**src/rtl/div_seq_if.sv**
```systemverilog
// Handshake and data bundle for the sequential divider.
// master drives start/operands; slave returns results and status.
interface div_seq_if #(
    parameter int DIVIDEND_W = 16,
    parameter int DIVISOR_W  = 8,
    parameter int CNT_W      = 4
);
    logic                  start;
    logic [DIVIDEND_W-1:0] dividend;
    logic [DIVISOR_W-1:0]  divisor;
    logic [DIVIDEND_W-1:0] quotient;
    logic [DIVISOR_W-1:0]  remainder;
    logic [CNT_W-1:0]      count;
    logic [3:0]            state_out;
    logic                  done;
    logic                  busy;
    logic                  div_by_zero;

    modport master (
        output start, dividend, divisor,
        input  quotient, remainder, count, state_out,
        input  done, busy, div_by_zero
    );

    modport slave (
        input  start, dividend, divisor,
        output quotient, remainder, count, state_out,
        output done, busy, div_by_zero
    );
endinterface

```
**src/rtl/div_seq_control.sv**
```systemverilog
// Sequential restoring divider, one quotient bit per clock, with FSM,
// iteration counter and quotient/remainder datapath.
// Ports: clk, reset_a (sync, active-high), bus (div_seq_if.slave):
//   start/dividend/divisor in; quotient/remainder/count/state_out/
//   done/busy/div_by_zero out.
// Option macro SIGNED_DIV_EN: two's complement truncating division.
module div_seq_control #(
    parameter int DIVIDEND_W = 16,
    parameter int DIVISOR_W  = 8,
    parameter int CNT_W      = 4
) (
    input logic       clk,
    input logic       reset_a,
    div_seq_if.slave  bus
);
    localparam logic [3:0] S_IDLE = 4'd0;
    localparam logic [3:0] S_LOAD = 4'd1;
    localparam logic [3:0] S_CALC = 4'd2;
    localparam logic [3:0] S_DONE = 4'd8;
    localparam logic [3:0] S_ERR  = 4'd9;

    localparam logic [CNT_W-1:0] LAST = CNT_W'(DIVIDEND_W - 1);

    logic [3:0]            state_q, state_d;
    logic [CNT_W-1:0]      cnt_q, cnt_d;
    logic [DIVISOR_W-1:0]  acc_q, acc_d;
    logic [DIVIDEND_W-1:0] sh_q, sh_d;
    logic [DIVISOR_W-1:0]  dvs_q, dvs_d;
    logic [DIVIDEND_W-1:0] quo_q, quo_d;
    logic [DIVISOR_W-1:0]  rem_q, rem_d;
    logic                  dbz_q, dbz_d;

    logic [DIVISOR_W:0]    rs;
    logic [DIVISOR_W-1:0]  diff;
    logic                  ge;
    logic [DIVIDEND_W-1:0] q_nx;
    logic [DIVISOR_W-1:0]  r_nx;
    logic [DIVIDEND_W-1:0] a_ld;
    logic [DIVISOR_W-1:0]  b_ld;
    logic [DIVIDEND_W-1:0] q_fin;
    logic [DIVISOR_W-1:0]  r_fin;

    // Low bits suffice for the subtraction: when rs >= divisor the
    // difference is below the divisor and fits DIVISOR_W bits.
    assign rs   = {acc_q, sh_q[DIVIDEND_W-1]};
    assign ge   = rs >= {1'b0, dvs_q};
    assign diff = rs[DIVISOR_W-1:0] - dvs_q;
    assign q_nx = {sh_q[DIVIDEND_W-2:0], ge};
    assign r_nx = ge ? diff : rs[DIVISOR_W-1:0];

`ifdef SIGNED_DIV_EN
    logic qneg_q, qneg_d;
    logic rneg_q, rneg_d;
    logic a_neg, b_neg;

    assign a_neg = bus.dividend[DIVIDEND_W-1];
    assign b_neg = bus.divisor[DIVISOR_W-1];
    // Magnitudes; the most negative value maps onto itself, which is
    // its correct unsigned magnitude.
    assign a_ld  = a_neg ? -bus.dividend : bus.dividend;
    assign b_ld  = b_neg ? -bus.divisor : bus.divisor;
    assign q_fin = qneg_q ? -q_nx : q_nx;
    assign r_fin = rneg_q ? -r_nx : r_nx;
`else
    assign a_ld  = bus.dividend;
    assign b_ld  = bus.divisor;
    assign q_fin = q_nx;
    assign r_fin = r_nx;
`endif

    always_comb begin
        state_d = state_q;
        cnt_d   = cnt_q;
        acc_d   = acc_q;
        sh_d    = sh_q;
        dvs_d   = dvs_q;
        quo_d   = quo_q;
        rem_d   = rem_q;
        dbz_d   = dbz_q;
`ifdef SIGNED_DIV_EN
        qneg_d  = qneg_q;
        rneg_d  = rneg_q;
`endif
        case (state_q)
            S_IDLE: begin
                if (bus.start) state_d = S_LOAD;
            end
            S_LOAD: begin
                cnt_d = '0;
                acc_d = '0;
                sh_d  = a_ld;
                dvs_d = b_ld;
`ifdef SIGNED_DIV_EN
                qneg_d = a_neg ^ b_neg;
                rneg_d = a_neg;
`endif
                if (bus.start) begin
                    state_d = S_ERR;
                end else if (bus.divisor == '0) begin
                    state_d = S_ERR;
                    dbz_d   = 1'b1;
                    quo_d   = '1;
                    rem_d   = bus.dividend[DIVISOR_W-1:0];
                end else begin
                    state_d = S_CALC;
                end
            end
            S_CALC: begin
                if (bus.start) begin
                    // Abort: expose the partial working values.
                    state_d = S_ERR;
                    quo_d   = sh_q;
                    rem_d   = acc_q;
                end else begin
                    acc_d = r_nx;
                    sh_d  = q_nx;
                    if (cnt_q == LAST) begin
                        state_d = S_DONE;
                        quo_d   = q_fin;
                        rem_d   = r_fin;
                    end else begin
                        cnt_d = cnt_q + 1'b1;
                    end
                end
            end
            S_DONE: begin
                state_d = bus.start ? S_LOAD : S_IDLE;
            end
            S_ERR: begin
                if (bus.start) begin
                    state_d = S_LOAD;
                    dbz_d   = 1'b0;
                end
            end
            default: state_d = S_IDLE;
        endcase
    end

    always_ff @(posedge clk) begin
        if (reset_a) begin
            state_q <= S_IDLE;
            cnt_q   <= '0;
            acc_q   <= '0;
            sh_q    <= '0;
            dvs_q   <= '0;
            quo_q   <= '0;
            rem_q   <= '0;
            dbz_q   <= 1'b0;
`ifdef SIGNED_DIV_EN
            qneg_q  <= 1'b0;
            rneg_q  <= 1'b0;
`endif
        end else begin
            state_q <= state_d;
            cnt_q   <= cnt_d;
            acc_q   <= acc_d;
            sh_q    <= sh_d;
            dvs_q   <= dvs_d;
            quo_q   <= quo_d;
            rem_q   <= rem_d;
            dbz_q   <= dbz_d;
`ifdef SIGNED_DIV_EN
            qneg_q  <= qneg_d;
            rneg_q  <= rneg_d;
`endif
        end
    end

    assign bus.quotient    = quo_q;
    assign bus.remainder   = rem_q;
    assign bus.count       = cnt_q;
    assign bus.state_out   = state_q;
    assign bus.done        = (state_q == S_DONE);
    assign bus.busy        = (state_q == S_LOAD) || (state_q == S_CALC);
    assign bus.div_by_zero = dbz_q;
endmodule

```
**src/flat_wrapper.sv**
```systemverilog
// flat-port wrapper written by rule: the top's interface ports become plain ports
module div_seq_control_flat 
#(
    parameter int DIVIDEND_W = 16,
    parameter int DIVISOR_W  = 8,
    parameter int CNT_W      = 4
)
  (clk, reset_a, bus_start, bus_dividend, bus_divisor, bus_quotient, bus_remainder, bus_count, bus_state_out, bus_done, bus_busy, bus_div_by_zero);
  div_seq_if #(.DIVIDEND_W(DIVIDEND_W), .DIVISOR_W(DIVISOR_W), .CNT_W(CNT_W)) bus_i ();
  input logic clk;
  input logic reset_a;
  input wire logic [$bits(bus_i.start)-1:0] bus_start;
  input wire logic [$bits(bus_i.dividend)-1:0] bus_dividend;
  input wire logic [$bits(bus_i.divisor)-1:0] bus_divisor;
  output wire logic [$bits(bus_i.quotient)-1:0] bus_quotient;
  output wire logic [$bits(bus_i.remainder)-1:0] bus_remainder;
  output wire logic [$bits(bus_i.count)-1:0] bus_count;
  output wire logic [$bits(bus_i.state_out)-1:0] bus_state_out;
  output wire logic [$bits(bus_i.done)-1:0] bus_done;
  output wire logic [$bits(bus_i.busy)-1:0] bus_busy;
  output wire logic [$bits(bus_i.div_by_zero)-1:0] bus_div_by_zero;
  assign bus_i.start = bus_start;
  assign bus_i.dividend = bus_dividend;
  assign bus_i.divisor = bus_divisor;
  assign bus_quotient = bus_i.quotient;
  assign bus_remainder = bus_i.remainder;
  assign bus_count = bus_i.count;
  assign bus_state_out = bus_i.state_out;
  assign bus_done = bus_i.done;
  assign bus_busy = bus_i.busy;
  assign bus_div_by_zero = bus_i.div_by_zero;
  div_seq_control #(.DIVIDEND_W(DIVIDEND_W), .DIVISOR_W(DIVISOR_W), .CNT_W(CNT_W)) u_core (.clk(clk), .reset_a(reset_a), .bus(bus_i));
endmodule
```
**config.mk**
```make
export PLATFORM = sky130hd
export DESIGN_NAME = div_seq_control_flat
export DESIGN_NICKNAME = d
export VERILOG_FILES = /design/src/rtl/div_seq_if.sv /design/src/rtl/div_seq_control.sv /design/src/flat_wrapper.sv
export SDC_FILE = /design/constraint.sdc
export NUM_CORES = 1
export LEC_CHECK = 0
export ABC_AREA = 1
export CAP_MARGIN = 30
export CORE_UTILIZATION = 33
export DETAILED_ROUTE_END_ITERATION = 8
export PLACE_DENSITY_LB_ADDON = 0.05
export SLEW_MARGIN = 20
export SYNTH_ARGS = -nofsm -noshare
export SYNTH_HDL_FRONTEND = slang
export SYNTH_SLANG_ARGS = --single-unit
export TNS_END_PERCENT = 20
```
**constraint.sdc**
```tcl
create_clock -name clk -period 4 [get_ports clk]
set_clock_uncertainty 0.05 [all_clocks]
set_input_delay 0.4 -clock clk [delete_from_list [all_inputs] [get_ports clk]]
set_output_delay 0.4 -clock clk [all_outputs]
set_load 0.005 [all_outputs]
```
Run 1, local utilization:
Scale bar: 20 um. The die is cut into 10 by 10 equal tiles; white is low, dark blue is high, 0 to 100% covered.
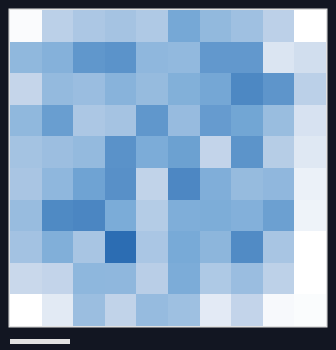
The mean over all tiles is 38%. 4.0% of the tiles are nearly empty. The fullest tile reaches 75%. The emptiest ninth of the die: lower right.

Run 1, PDN straps and rails:
Scale bar: 20 um. Pins as bars on the die edge. Tap cells in grey.
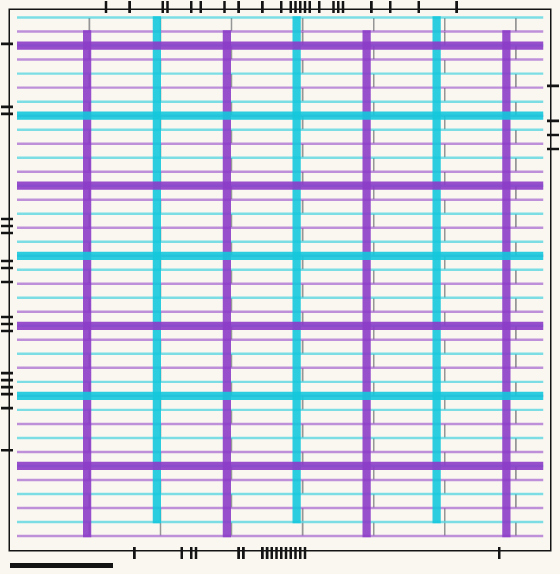
Key: VSS = purple; VDD = cyan
The core has 37 rows. 62 signal pins sit on the boundary. 38 met1 rails follow the rows. 7 straps on met5. 7 straps on met4.
highest ir drop seen on vdd: 0.0003349 V
area of the core: 0.01028 sq mm
vertical die size: 104.8 um
die width: 104.8 um

Run 1, sequential cells coloured by netlist name:
Scale bar: 20 um. Other sequential cells in the stronger grey, the rest of the logic in the fainter grey.
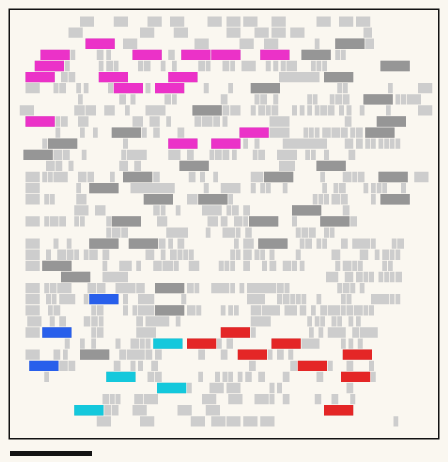
Key: u_core.bus.quotient = magenta [placed flops 16]; u_core.dvs_q = red [placed flops 8]; u_core.bus.state_out = blue [placed flops 3]; u_core.bus.count = cyan [placed flops 4]
Another 33 sequential cells are not coloured.

==> run notes, run 1 <==
On the backend side, the flow ran end to end.

The post-synthesis cell area stands at around 0.0035 sq mm. The clock network power stands at 0.000640 W. By area, multi-input combinational cells come first. Per the final report, the share of cell area in clock cells is 0.05194.

The number of buffers inserted by hold repair at cts stands at 0. The number of global-route vias before repair stands at 3229. The tree is rooted in a sky130_fd_sc_hd__clkbuf_8. The DRC violation total after the first TritonRoute iteration stands at 167. The final timing report lists a max-slew violation count of 0. For reference, the top logic cell family by area is simple AND/OR/NAND/NOR gates.

Ranking logic cells in the layout by count gives the top entries sky130_fd_sc_hd__nand2_1 (138), sky130_fd_sc_hd__dfxtp_1 (64), sky130_fd_sc_hd__clkdlybuf4s50_1 (60), sky130_fd_sc_hd__inv_1 (58), sky130_fd_sc_hd__nor2_1 (45). The wire length of the first global-routing pass stands at 16070 um. The number of maximum-capacitance constraint violations stands at 0. TritonCTS built the clock tree. The run finished with clean final reports.

The final layout net count stands at 600. In this run, the synthesized area fraction spent on and/or/nand/nor cells is recorded as 0.3087. The layout report gives the multi-input gate share of total cell area as 0.4124. The maximum number of pins on one net before global-route repair stands at 34. The highest metal layer carrying signal wires in the routed design is met4. Per the post-synthesis report, the nets total 551. The global routing met1 resource utilization stands at 0.2250.

At the end of routability-driven placement, the weighted congestion stood at 0.8344. In the synthesized netlist the dominant register cell turns out to be sky130_fd_sc_hd__dfxtp_1. The total setup violations reported at the end of the flow stands at 0.

The cell total in the yosys stat output stands at a little over 500. After global routing, the most crowded layer is met2. met2 track demand over resource after global routing is 0.3236. Sequential power for this build is 0.00103 W. The share of synthesized cell area in and-or and or-and compound cells stands at 0.1628. The power report attributes to the clock group a share of 0.190. The worst slew margin relative to its limit stands at 0.6387. The maximum fanout along the worst path stands at 27.

Summed over all nets, wire length on met2 after detailed routing comes to 4778 um. The synthesis report gives the async set-or-reset register share as 0. Across the whole layout, storage elements account for 0.001281 sq mm. The global-route met3 utilization stands at 0.03431.

The design has 64 sequential cells. The combined area of the multi-input logic cells stands at 0.001808 sq mm. After detailed routing, the met3 layer carries 334 um of wire. The first detailed-routing pass took 4 iterations. The worst hold path belongs to the class reg -> reg. The cell-mix breakdown from Yosys lists the adder-cell area share as 0.03801. The area recorded from the Yosys report for this design is 0.003490 sq mm. In the final layout, the share of cells above drive strength 1 is 0.07218. The number of vias per cell stands at 4.871. CTS saw 64 sinks.

The clock buffer count stands at 10. TritonRoute reported its final design rule violation total as 0. The filler cells instantiated in the layout total 1114. Per the layout area report, the sequential fraction of cell area is 0.2922. The share of the cycle needed by the critical path after routing stands at 0.5934.

The detail-routed net length per standard cell stands at 13.93 um. The number of buffer cells added on primary ports stands at 60. The sum of negative setup slack stands at 0 ns. In this run the remaining antenna-violating nets after routing total 0.

The area fraction in mux cells stands at 0. The number of standard cells after synthesis stands at ~500. The initial antenna violation count is 0. The cell resize tally after clock tree synthesis stands at 0. The required time at the worst endpoint is listed as 4.19 ns. The count of library flops with an enable pin stands at 0.

The data arrival time at the worst-slack endpoint stands at roughly 2.6 ns. The final layout report lists a non-clock inverter count of 64. Based on the critical path, the design can be clocked at up to 0.4213 GHz.

The post-synthesis xor/xnor area fraction stands at 0.007530. STA reports a reg2reg setup slack of 1.63 ns. The insertion delay at the late pin of the worst-skew pair stands at approximately 0.34 ns. The number of tap cells inserted stands at between 100 and 150. The standby leakage power stands at approximately 1.9 nW. For reference, the placement row count at floorplan is 37. For the pin with the worst max-slew slack, the measured transition is approximately 0.54 ns. The synthesized netlist contains 35 unique library cells. The biggest slice of the total power is consumed by combinational logic. At the floorplan stage, the core utilization is reported as 0.3395. Per the cell usage report, the commonest logic cell in the layout is sky130_fd_sc_hd__nand2_1. For reference, the clock transition at the flip-flops on the worst setup and hold paths is 0.08 ns. The number of buffers inserted during clock tree synthesis stands at 9. The count of boundary I/O pins stands at 62. STA classifies the critical path endpoint as a flop.

Counting the warning lines in the Yosys log gives 0. Internal power comes to 0.001921 W. The count of warning messages emitted by the tools stands at 26. STA classifies the critical path startpoint as a flop. The detailed-route wire length stands at 9809 um. The synthesis-to-finish area growth stands at 25.64%.
==> run 1: through the flow <==
step           std cells  total power, W  hold slack, ns  worst slack, ns  utilization
4_1_cts              702        0.003397          0.4222            1.596       0.4224
5_1_grt              704        0.003658          0.4463            1.370       0.4266
2_1_floorplan        514        0.002175          0.3854            2.267            -
3_5_place_dp         686        0.002745          0.4099            1.361       0.4003
6_report             704        0.003371          0.4134            1.626       0.4266
3_3_place_gp         686        0.002742          0.4105            1.459       0.4003
==> run 1: final timing paths <==
| path | start | end | cells after the start |
|---|---|---|---|
| hold reg to reg | u_core.dvs_q[5]$_SDFFE_PP0P_ | u_core.dvs_q[5]$_SDFFE_PP0P_ | 2 |
| setup reg to reg | u_core.bus.state_out[0]$_SDFFE_PP0P_ | u_core.bus.remainder[1]$_SDFFE_PP0P_ | 9 |
| hold / removal | u_core.dvs_q[5]$_SDFFE_PP0P_ | u_core.dvs_q[5]$_SDFFE_PP0P_ | 2 |
| setup / recovery | u_core.bus.state_out[0]$_SDFFE_PP0P_ | u_core.bus.remainder[1]$_SDFFE_PP0P_ | 9 |
==> run 1: kinds of logic (layout without fill, tap and decap cells) <==
kind of cell,count (synthesis),count (layout)
buffers and inverters,89,143
flip-flops,64,64
AND/OR/NAND/NOR,247,247
other,1,1
XOR/XNOR,3,3
adder cells (fa/ha/maj),10,10
AND-OR/OR-AND,100,100
==> run 1: Yosys cell counts, types with 2 or more instances <==
library cell,count,area share
sky130_fd_sc_hd__a21oi_1,39,0.056
sky130_fd_sc_hd__a22oi_1,15,0.032
sky130_fd_sc_hd__a31oi_1,10,0.018
sky130_fd_sc_hd__buf_2,9,0.013
sky130_fd_sc_hd__buf_4,3,0.0065
sky130_fd_sc_hd__buf_6,5,0.016
sky130_fd_sc_hd__clkbuf_1,7,0.0075
sky130_fd_sc_hd__dfxtp_1,64,0.37
sky130_fd_sc_hd__ha_1,9,0.032
sky130_fd_sc_hd__inv_1,58,0.062
sky130_fd_sc_hd__inv_2,4,0.0043
sky130_fd_sc_hd__nand2_1,138,0.15
sky130_fd_sc_hd__nand2_2,4,0.0072
sky130_fd_sc_hd__nand2_4,2,0.0065
sky130_fd_sc_hd__nand3_1,33,0.047
sky130_fd_sc_hd__nand4_1,11,0.020
sky130_fd_sc_hd__nor2_1,45,0.048
sky130_fd_sc_hd__nor2_2,4,0.0072
sky130_fd_sc_hd__nor2_4,2,0.0065
sky130_fd_sc_hd__nor3_1,4,0.0057
sky130_fd_sc_hd__o21ai_0,29,0.042
sky130_fd_sc_hd__o21ai_1,3,0.0043
sky130_fd_sc_hd__o22ai_1,2,0.0036
sky130_fd_sc_hd__xor2_1,3,0.0075
==> run 1: critical path, cell delays in order, from the launching register on <==
cell,delay (ns)
sky130_fd_sc_hd__dfxtp_1,0.47
sky130_fd_sc_hd__nand3_2,0.40
sky130_fd_sc_hd__inv_1,0.48
sky130_fd_sc_hd__nand2_1,0.16
sky130_fd_sc_hd__nand2_4,0.27
sky130_fd_sc_hd__inv_6,0.16
sky130_fd_sc_hd__nor2_1,0.12
sky130_fd_sc_hd__nor2_1,0.05
sky130_fd_sc_hd__nand2_1,0.08
sky130_fd_sc_hd__inv_1,0.03
==> inputs of run 2 (changes only) <==
==> constraint.sdc (replaced) <==
create_clock -name clk -period 2.1 [get_ports clk]
set_clock_uncertainty 0.05 [all_clocks]
set_input_delay 0.21 -clock clk [delete_from_list [all_inputs] [get_ports clk]]
set_output_delay 0.21 -clock clk [all_outputs]
set_load 0.005 [all_outputs]
Run 2, sequential cells coloured by netlist name:
Scale bar: 20 um. Other sequential cells in the stronger grey, the rest of the logic in the fainter grey.
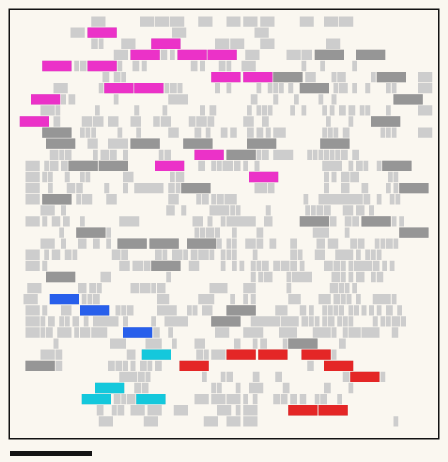
Key: u_core.bus.quotient = magenta [placed flops 16]; u_core.bus.count = cyan [placed flops 4, where lower left]; u_core.dvs_q = red [placed flops 8]; u_core.bus.state_out = blue [placed flops 3]
Another 33 sequential cells are not coloured.

Run 2, local utilization:
Scale bar: 20 um. The die is cut into 10 by 10 equal tiles; white is low, dark blue is high, 0 to 100% covered.
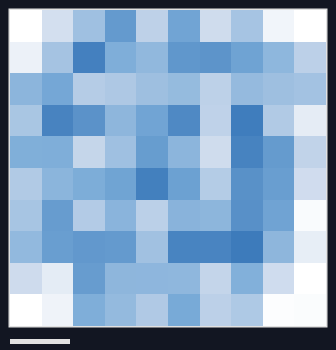
The fullest tile reaches 70%. 5.0% of the tiles are nearly empty. The mean over all tiles is 39%. The emptiest ninth of the die: lower right.
Pre-Place Util: 0.3395
Util after Layout: 0.4340

==> run notes, run 2 <==
On the backend side, the flow ran end to end.

The post-synthesis net count stands at 551 (unchanged). The number of buffers inserted during clock tree synthesis stands at 9 (unchanged). The total die size stands at 0.01099 sq mm. The area of the core is 0.01028 sq mm (unchanged). The iteration count of the initial detailed-routing pass stands at 4 (unchanged). The global-route met3 utilization was 0.04679 (+0.01248). The critical path's slowest stage uses the library cell sky130_fd_sc_hd__clkdlybuf4s50_1. The DRC violation count after routing stands at 0 (unchanged).

The number of placement rows came to 37 (unchanged). The clock share of power was 0.171 (-0.019). The number of routed nets with antenna violations was 0 (unchanged). The wire length of the first global-routing pass was 16370 um (+1.8%). The worst setup path is captured at an output port.

The initial antenna violation count stands at 0 (unchanged). In this run the critical register-to-register path is launched from u_core.sh_q[15]$_SDFFE_PP0P_. The worst setup path is launched from a flop.

The maximum fanout along the worst path is 6 (-78%). The cell sitting at the root of the clock tree is a sky130_fd_sc_hd__clkbuf_8. The post-synthesis cell area was 0.003490 sq mm (unchanged). The top cell types in the final layout, fill and taps aside, are sky130_fd_sc_hd__nand2_1 (138), sky130_fd_sc_hd__dfxtp_1 (64), sky130_fd_sc_hd__clkdlybuf4s50_1 (60), sky130_fd_sc_hd__inv_1 (58), sky130_fd_sc_hd__nor2_1 (45). The standby leakage power stands at 1.964 nW (+2.7%). The register clock-pin slew on the reported worst setup and hold paths stands at 0.08 ns (about the same).

Among all cell types in the netlist, the one instantiated most often is sky130_fd_sc_hd__nand2_1. The global router reports that the layer with the highest usage is met2. The number of vias per cell came to 4.792 (-1.6%). The horizontal extent of the die came to 104.8 um (unchanged).

The tightest min-delay check is of the in -> reg type. The global routing met1 resource utilization is 0.2312 (+0.006183). The most used flip-flop cell after synthesis is sky130_fd_sc_hd__dfxtp_1. The TritonCTS sink count stands at 64 (unchanged). The synthesis area per yosys stands at 0.003490 sq mm (unchanged).

The largest incremental delay on the critical path stands at 0.50 ns (+0.02 ns). The count of warnings emitted by yosys stands at 0 (unchanged). For reference, the top cells by count after synthesis are sky130_fd_sc_hd__nand2_1 (138), sky130_fd_sc_hd__dfxtp_1 (64), sky130_fd_sc_hd__inv_1 (58). The cell total in the yosys stat output stands at 514 (unchanged).

The floorplan die height was 104.8 um (unchanged). The detailed-route wire length was 9612 um (-2.0%). By area the synthesized netlist is led by sky130_fd_sc_hd__dfxtp_1 (37%), sky130_fd_sc_hd__nand2_1 (15%), sky130_fd_sc_hd__inv_1 (6.2%).

The met2 track utilization from global routing came to 0.3250 (+0.001419). The number of buffers inserted by hold repair at cts is 0 (unchanged). The data arrival time at the worst-slack endpoint was 1.71 ns (-0.85 ns). Per STA, the worst path accumulates the most delay in the family buffers and inverters. In the hold report, the worst path ends at u_core.sh_q[12]$_SDFFE_PP0P_. The top achievable clock speed stands at 0.5086 GHz. Per the run report, area growth between synthesis and finish was 27.82%.

The minimum setup slack in the final design stands at 0.1337 ns (-1.493 ns). The worst reg2reg path depth stands at 12 (+3). In this run the most critical hold path is launched from bus_dividend[12].

The maximum number of pins on one net before global-route repair was 33 (-2.9%). The required time at the worst-slack endpoint stands at 1.84 ns (-2.35 ns). The DRC violation total after the first TritonRoute iteration was 171 (+2.4%). The number of standard cells after synthesis came to 514 (unchanged).

The number of library cell types mapped by synthesis stands at 35 (unchanged). The weighted congestion reported at the end of routability-driven placement was 0.8138 (-2.5%). The fraction of synthesized cell area taken by the top area cell type stands at 0.3672 (unchanged). Per the GRT congestion report, total overflow comes to 0.

The share of cells above drive strength 1 came to 0.09294 (+0.02076). The most common logic cell in the final layout is sky130_fd_sc_hd__nand2_1. Per the timing report, the most critical flop-to-flop path finishes at u_core.bus.remainder[6]$_SDFFE_PP0P_. TritonCTS built the clock tree. The flop-to-flop setup slack is 0.20 ns (-1.43 ns). The final layout net count stands at 613 (+2.2%).

The number of global-route vias before repair stands at 3375 (+4.5%). In the finished design, the share of the clock period the worst path needs comes to 0.9363. The count of library flops with an enable pin came to 0 (unchanged). sky130_fd_sc_hd__dfxtp_1 takes more of the synthesized area than any other cell.

The flow ran to the end, and the final reports show no timing, DRC or antenna violations. The placement-stage worst setup slack is 0.1125 ns (-1.249 ns). The number of H-tree levels stands at 3. The sum of negative setup slack was 0 ns (unchanged).

The async set or reset register ratio after synthesis stands at 0 (unchanged). The number of slew-limit violations in the final report came to 0 (unchanged). The total setup violations reported at the end of the flow came to 0 (unchanged). The number of maximum-capacitance constraint violations was 0 (unchanged). The number of buffer cells added on primary ports is 60 (unchanged). The internal power consumption stands at 0.003698 W (+93%). The insertion delay at the late pin of the worst-skew pair stands at 0.35 ns (about the same). The worst hold path stage count stands at 3 (+1).

The count of cell instances traversed by the critical path stands at 4 (-5).
Run 2, PDN straps and rails:
Scale bar: 20 um. Pins as bars on the die edge. Tap cells in grey.
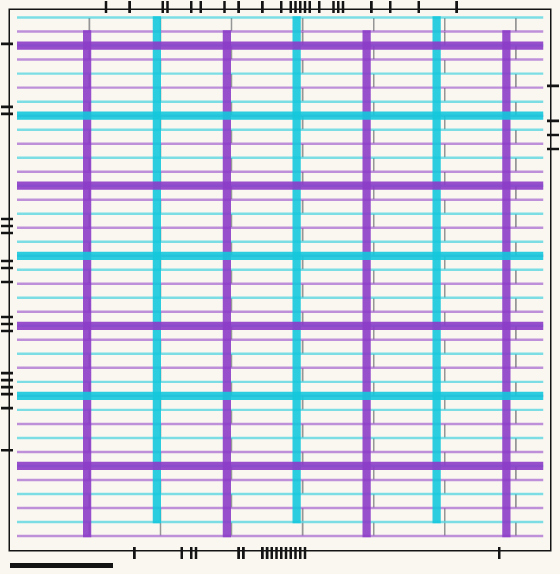
Key: VDD = cyan; VSS = purple
62 signal pins sit on the boundary. 136 tap cells.
highest ir drop seen on vdd: 0.0005569 V

-- run 2: cell count changes in the layout (fill, tap and decap cells not counted) --
cell / delta
sky130_fd_sc_hd__clkinv_2: -1
sky130_fd_sc_hd__nand2_2: -1
sky130_fd_sc_hd__clkinvlp_4: +1
sky130_fd_sc_hd__clkbuf_8: -1
sky130_fd_sc_hd__bufinv_16: -1
sky130_fd_sc_hd__buf_12: +2
sky130_fd_sc_hd__nand2_4: +1
sky130_fd_sc_hd__buf_8: -1
sky130_fd_sc_hd__buf_4: +13
sky130_fd_sc_hd__buf_16: -1
sky130_fd_sc_hd__clkinv_4: +2
-- run 2: power by group through the flow --
stage                     clock (W)  combinational [W]  sequential [W]
after floorplan                   0            0.00219         0.00195
after global routing        0.00121            0.00385         0.00202
final                       0.00111            0.00341         0.00196
after CTS                   0.00115            0.00343         0.00197
after detailed placement          0            0.00341         0.00199
after global placement            0            0.00340         0.00199
-- run 2: cells by family after synthesis --
kind of cell    count (synthesis)  share of synthesized area
compound gates                100                     0.1628
xor+xnor                        3                   0.007531
fa+ha+maj                      10                    0.03801
buf+inv                        89                     0.1147
flops                          64                     0.3672
other cells                     1                   0.001075
simple gates                  247                     0.3087
-- run 2: per-stage QoR --
step           instances  area (sq um)  total power [W]  hold slack (ns)
5_1_grt              717          4461         0.007079           0.3575
3_5_place_dp         701          4252         0.005403           0.4062
4_1_cts              717          4456         0.006545           0.3508
2_1_floorplan        514          3490         0.004143           0.3041
6_report             717          4461         0.006478           0.3680
3_3_place_gp         701          4252         0.005386           0.4016
-- run 2: worst max-delay path by stage --
stage	startpoint	endpoint	slack (ns)
final	u_core.bus.state_out[1]$_SDFFE_PP0P_	bus_busy	0.13
after detailed placement	bus_divisor[6]	u_core.bus.remainder[5]$_SDFFE_PP0P_	0.11
after global placement	u_core.sh_q[15]$_SDFFE_PP0P_	u_core.bus.remainder[4]$_SDFFE_PP0P_	0.19
after floorplan	u_core.dvs_q[2]$_SDFFE_PP0P_	u_core.bus.quotient[0]$_SDFFE_PP0P_	0.37
after CTS	u_core.bus.state_out[3]$_SDFFE_PP0P_	bus_busy	0.05
after global routing	u_core.sh_q[15]$_SDFFE_PP0P_	u_core.acc_q[6]$_SDFFE_PP0P_	0.02
-- run 2: area by class of cell --
| type | instances | area (sq um) |
|---|---|---|
| Sequential cell | 64 | 1281 |
| Fill cell | 1106 | 5817 |
| Timing Repair Buffer | 76 | 745.7 |
| Clock buffer | 9 | 123.9 |
| Tap cell | 136 | 170.2 |
| Clock inverter | 7 | 80.08 |
| Inverter | 64 | 246.5 |
| Multi-Input combinational cell | 361 | 1813 |
-- run 2: routing by layer --
layer / wire length (um) / vias up
met5: 0 / -
met4: 140 / 0
met3: 355 / 13
met2: 4669 / 61
met1: 4447 / 1566
li1: - / 1796
-- run 2: tightest hold or removal path, delay by kind of cell --
| kind | cells | cell delay, ns |
|---|---|---|
| AOI/OAI and AO/OA | 1 | 0.07 |
| buffers and inverters | 1 | 0.39 |
| and+or+nand+nor | 1 | 0.06 |
==> inputs of run 3 (changes only) <==
--- a/config.mk
+++ b/config.mk
@@ -5,11 +5,10 @@
 export SDC_FILE = /design/constraint.sdc
 export NUM_CORES = 1
 export LEC_CHECK = 0
-export ABC_AREA = 1
 export CAP_MARGIN = 30
 export CORE_UTILIZATION = 33
 export DETAILED_ROUTE_END_ITERATION = 8
-export PLACE_DENSITY_LB_ADDON = 0.05
+export PLACE_DENSITY = 0.54
 export SLEW_MARGIN = 20
 export SYNTH_ARGS = -nofsm -noshare
 export SYNTH_HDL_FRONTEND = slang
Run 3, local utilization:
Scale bar: 20 um. The die is cut into 10 by 10 equal tiles; white is low, dark blue is high, 0 to 100% covered.
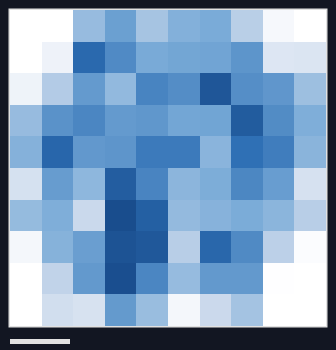
11% of the tiles are over 75% full. The emptiest ninth of the die: lower right. 11% of the tiles are nearly empty. The mean over all tiles is 44%. The densest ninth of the die: centre.
area of the core: 0.01023 sq mm
Pre-Place Util: 0.3388
Util after Layout: 0.4869

Run 3, placement view:
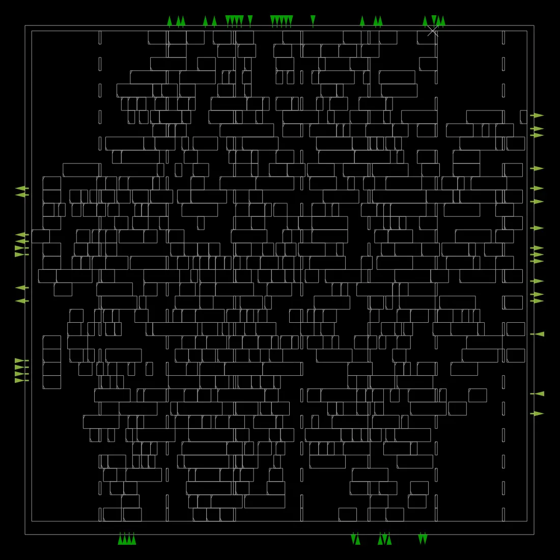
sequential share of cell area: 0.2587
seq_cells: 64
non-filler cells, final: 648
fill count: 1007

==> run notes, run 3 <==
On the backend side, the flow ran end to end.

The minimum setup slack in the final design came to -0.06059 ns (-0.1943 ns). The maximum number of pins on one net before global-route repair was 33 (unchanged). The iteration count of the initial detailed-routing pass stands at 6 (+2). The post-synthesis cell area is 0.003466 sq mm (-0.68%).

The clock share of power stands at 0.322 (+0.151). The async set or reset register ratio after synthesis came to 0 (unchanged). The synthesis-to-finish area growth stands at 43.72%. The number of vias per cell stands at 5.150 (+7.5%). Among logic cells in the layout, the one with the most instances is sky130_fd_sc_hd__clkdlybuf4s50_1. Ranking logic cells in the layout by count gives the top entries sky130_fd_sc_hd__clkdlybuf4s50_1 (59), sky130_fd_sc_hd__dfxtp_1 (58), sky130_fd_sc_hd__nand2_1 (55), sky130_fd_sc_hd__buf_4 (54), sky130_fd_sc_hd__nor2_1 (51). The share of the cycle needed by the critical path after routing was 1.029 (+0.09251). The report lists the power per cell area as approximately 740 mW/mm^2.

The slowest stage of the critical path belongs to the cell sky130_fd_sc_hd__fa_2. The detailed-route wire length stands at 9591 um (-0.22%). The insertion delay at the late pin of the worst-skew pair stands at 0.35 ns (about the same). The DRC violation count after routing stands at 1 (+1). The number of buffers inserted by hold repair at cts stands at 0 (unchanged). Looking at the clock tree report, the root buffer type is sky130_fd_sc_hd__clkbuf_8. The register clock-pin slew on the reported worst setup and hold paths came to 0.08 ns (about the same). The maximum fanout along the worst path came to 3 (-3). The final layout net count stands at 544 (-11%).

The endpoint identified for the worst register-to-register timing path is u_core.acc_q[6]$_SDFFE_PP0P_. The wire length on met3 stands at 320 um (-9.9%). The count of warnings emitted by yosys was 0 (unchanged). The number of slew-limit violations in the final report stands at 0 (unchanged). The cell area after placement came to 0.004557 sq mm (+7.2%). Of all cell types, the one taking the most synthesized area is sky130_fd_sc_hd__dfxtp_1.

The initial antenna violation count was 0 (unchanged). The synthesis area per yosys was 0.003466 sq mm (-0.68%). The instance count after placement with tap cells included stands at 631 (-10%). The number of buffer cells added on primary ports came to 60 (unchanged). STA reports the tightest min-delay check as being of type in -> reg.

Among cell families on the critical path, the largest total delay comes from AND-OR/OR-AND gates. The post-synthesis net count was 446 (-19%). The largest incremental delay on the critical path came to 0.41 ns (-0.09 ns). The internal power consumption is 0.002541 W (-31%).

The fraction of synthesized cell area taken by the top area cell type stands at 0.3697 (+0.002518). The wire length of the first global-routing pass was 15530 um (-5.1%). The count of library flops with an enable pin came to 0 (unchanged). Ranked by instance count, the synthesized netlist is headed by sky130_fd_sc_hd__dfxtp_1 (64), sky130_fd_sc_hd__nand2_1 (56), sky130_fd_sc_hd__nor2_1 (51). The worst hold path begins at reset_a.

The data arrival time at the worst-slack endpoint came to 2.37 ns (+0.66 ns). TritonCTS built the clock tree. The total setup violations reported at the end of the flow is 2 (+2). The met1 wire length was 4415 um (-0.72%). The DRC violation total after the first TritonRoute iteration was 129 (-25%).

The overall overflow remaining after global route stands at 0 (unchanged). For reference, the critical path is captured by u_core.acc_q[6]$_SDFFE_PP0P_. The number of routed nets with antenna violations stands at 0 (unchanged). The number of placement rows stands at 37 (unchanged).

The flow ran to the end, but the final reports show violations. The cell total in the yosys stat output came to 409 (-20%). The TritonCTS sink count was 64 (unchanged).

Counting endpoints that fail hold in the final report gives 0. The flop-to-flop setup slack was -0.06 ns (-0.26 ns). The number of buffers inserted during clock tree synthesis came to 9 (unchanged). STA classifies the critical path startpoint as a flop.

By area the synthesized netlist is led by sky130_fd_sc_hd__dfxtp_1 (37%), sky130_fd_sc_hd__a311oi_2 (7.8%), sky130_fd_sc_hd__nand2_1 (6.1%). The number of library cell types mapped by synthesis was 58 (+66%). The peak ir drop on the vdd network came to 0.0003424 V (-39%). The part of the total power dissipated in sequential elements stands at 0.372. The standby leakage power was 1.810 nW (-7.8%). The met2 wire length stands at 4649 um (-0.43%). Per STA, the startpoint of the critical path is u_core.sh_q[15]$_SDFFE_PP0P_. STA classifies the critical path endpoint as a flop. The final antenna diode tally reported by the flow is 0.

By instance count, the leading cell after synthesis is sky130_fd_sc_hd__dfxtp_1. The most used flip-flop cell after synthesis is sky130_fd_sc_hd__dfxtp_1. The total chip power stands at 0.003710 W (-43%). The total die size stands at 0.01092 sq mm (-0.67%). The total non-filler cell area in the finished layout stands at 0.004981 sq mm (+12%). The count of cell instances traversed by the critical path stands at 10 (+6). The number of maximum-capacitance constraint violations came to 0 (unchanged). The share of cells above drive strength 1 stands at 0.2695 (+0.1766). The launch point of the worst register-to-register path is recorded as u_core.sh_q[15]$_SDFFE_PP0P_. The worst reg2reg path depth is 10 (-2).

The required time at the worst-slack endpoint stands at 2.31 ns (+0.47 ns). The proportion of power drawn by combinational gates stands at 0.306. The number of H-tree levels stands at 3 (unchanged). The number of global-route vias before repair came to 3186 (-5.6%). The final reports fail on DRC, setup timing. The top achievable clock speed came to 0.4628 GHz (-9.0%). The placement-stage worst setup slack stands at -0.2428 ns (-0.3553 ns).

Signal routing reaches up to met4. The weighted congestion reported at the end of routability-driven placement stands at 0.8457 (+3.9%). The number of standard cells after synthesis came to 409 (-20%).
Run 3, PDN straps and rails:
Scale bar: 20 um. Pins as bars on the die edge. Tap cells in grey.
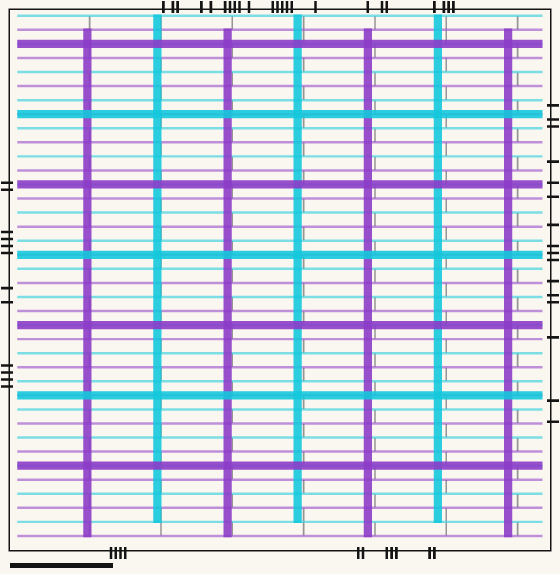
Key: VSS = purple; VDD = cyan
The core has 37 rows. 7 straps on met4. 136 tap cells.
vertical die size: 104.5 um
die width: 104.5 um

-- run 3: cells by family (layout without fill, tap and decap cells) --
group / after synthesis / count (layout) / share of synthesized area
AND/OR/NAND/NOR: 160 / 160 / 0.2184
AND-OR/OR-AND: 111 / 111 / 0.2567
flip-flops: 64 / 64 / 0.3697
buffers and inverters: 42 / 145 / 0.05703
multiplexers: 16 / 16 / 0.04621
adder cells (fa/ha/maj): 10 / 10 / 0.03827
XOR/XNOR: 5 / 5 / 0.01263
other: 1 / 1 / 0.001082
-- run 3: how the worst min path moves through the flow --
stage / end / slack [ns] / cells after the start
finish: u_core.bus.remainder[5]$_SDFFE_PP0P_ / 0.20 / 4
global route: u_core.bus.remainder[5]$_SDFFE_PP0P_ / 0.22 / 4
CTS: u_core.bus.remainder[5]$_SDFFE_PP0P_ / 0.20 / 4
detailed placement: u_core.dvs_q[4]$_SDFFE_PP0P_ / 0.40 / 2
global placement: u_core.dvs_q[5]$_SDFFE_PP0P_ / 0.39 / 2
floorplan: u_core.dvs_q[1]$_SDFFE_PP0P_ / 0.30 / 2
-- run 3: final cells by class --
type	instances	area, sq um	share of cell area
Clock inverter	7	95.09	0.01909
Tap cell	136	170.2	0.03416
Inverter	12	45.04	0.009043
Clock buffer	9	123.9	0.02487
Multi-Input combinational cell	303	2197	0.4411
Timing Repair Buffer	117	1061	0.2130
Sequential cell	64	1289	0.2587
-- run 3: worst register-to-register path, stage by stage, from the launching register on --
cell and delay [ns]:
sky130_fd_sc_hd__dfxtp_2 0.34, sky130_fd_sc_hd__inv_2 0.08, sky130_fd_sc_hd__ha_4 0.15, sky130_fd_sc_hd__inv_2 0.04, sky130_fd_sc_hd__fa_2 0.41, sky130_fd_sc_hd__a211oi_2 0.24, sky130_fd_sc_hd__o21bai_1 0.11, sky130_fd_sc_hd__a21oi_2 0.20
sky130_fd_sc_hd__xnor2_2 0.15, sky130_fd_sc_hd__mux2i_1 0.10, sky130_fd_sc_hd__o32ai_1 0.22
-- run 3: layer usage --
layer | vias to the layer above | GRT usage
met1 | 1557 | 0.2267
met3 | 21 | 0.02506
met2 | 69 | 0.2999
met5 | - | 0
met4 | 0 | 0.08265
li1 | 1690 | -
-- run 3: power groups by stage --
stage	registers, W	logic (W)	clock network [W]
final	0.00138	0.00114	0.00119
after global placement	0.00140	0.000999	0
after global routing	0.00139	0.00123	0.00128
after CTS	0.00138	0.00109	0.00122
after floorplan	0.00138	0.000607	0
after detailed placement	0.00140	0.00100	0
-- run 3: stage by stage --
stage,setup TNS [ns],hold slack [ns]
after detailed placement,-5.683,0.3991
after CTS,-0.04189,0.1992
final,-0.1130,0.2026
after global routing,-0.6014,0.2249
after global placement,-4.884,0.3937
after floorplan,0,0.2960
-- run 3: timing repair --
item                                    in CTS  in global routing
pin swaps                                   11                 15
buffers inserted                             0                  1
endpoints found under the hold margin        0                  0
resized                                     26                 13
endpoints found under the setup margin      16                 16

## Gallery

Port wiring.
Scale bar: 20 um.
(a)
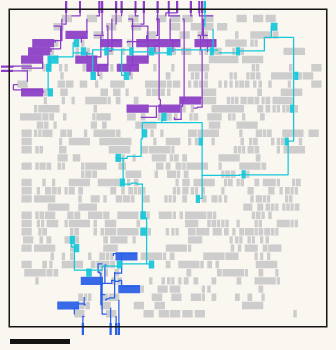
(b)
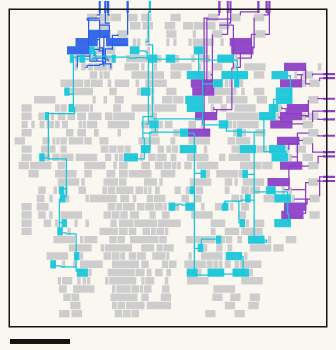
| from | picture |
|---|---|
| run 3 | (b) |
| run 1 | (a) |

Power figures rest on the tool's default switching activity, not on a simulated workload.
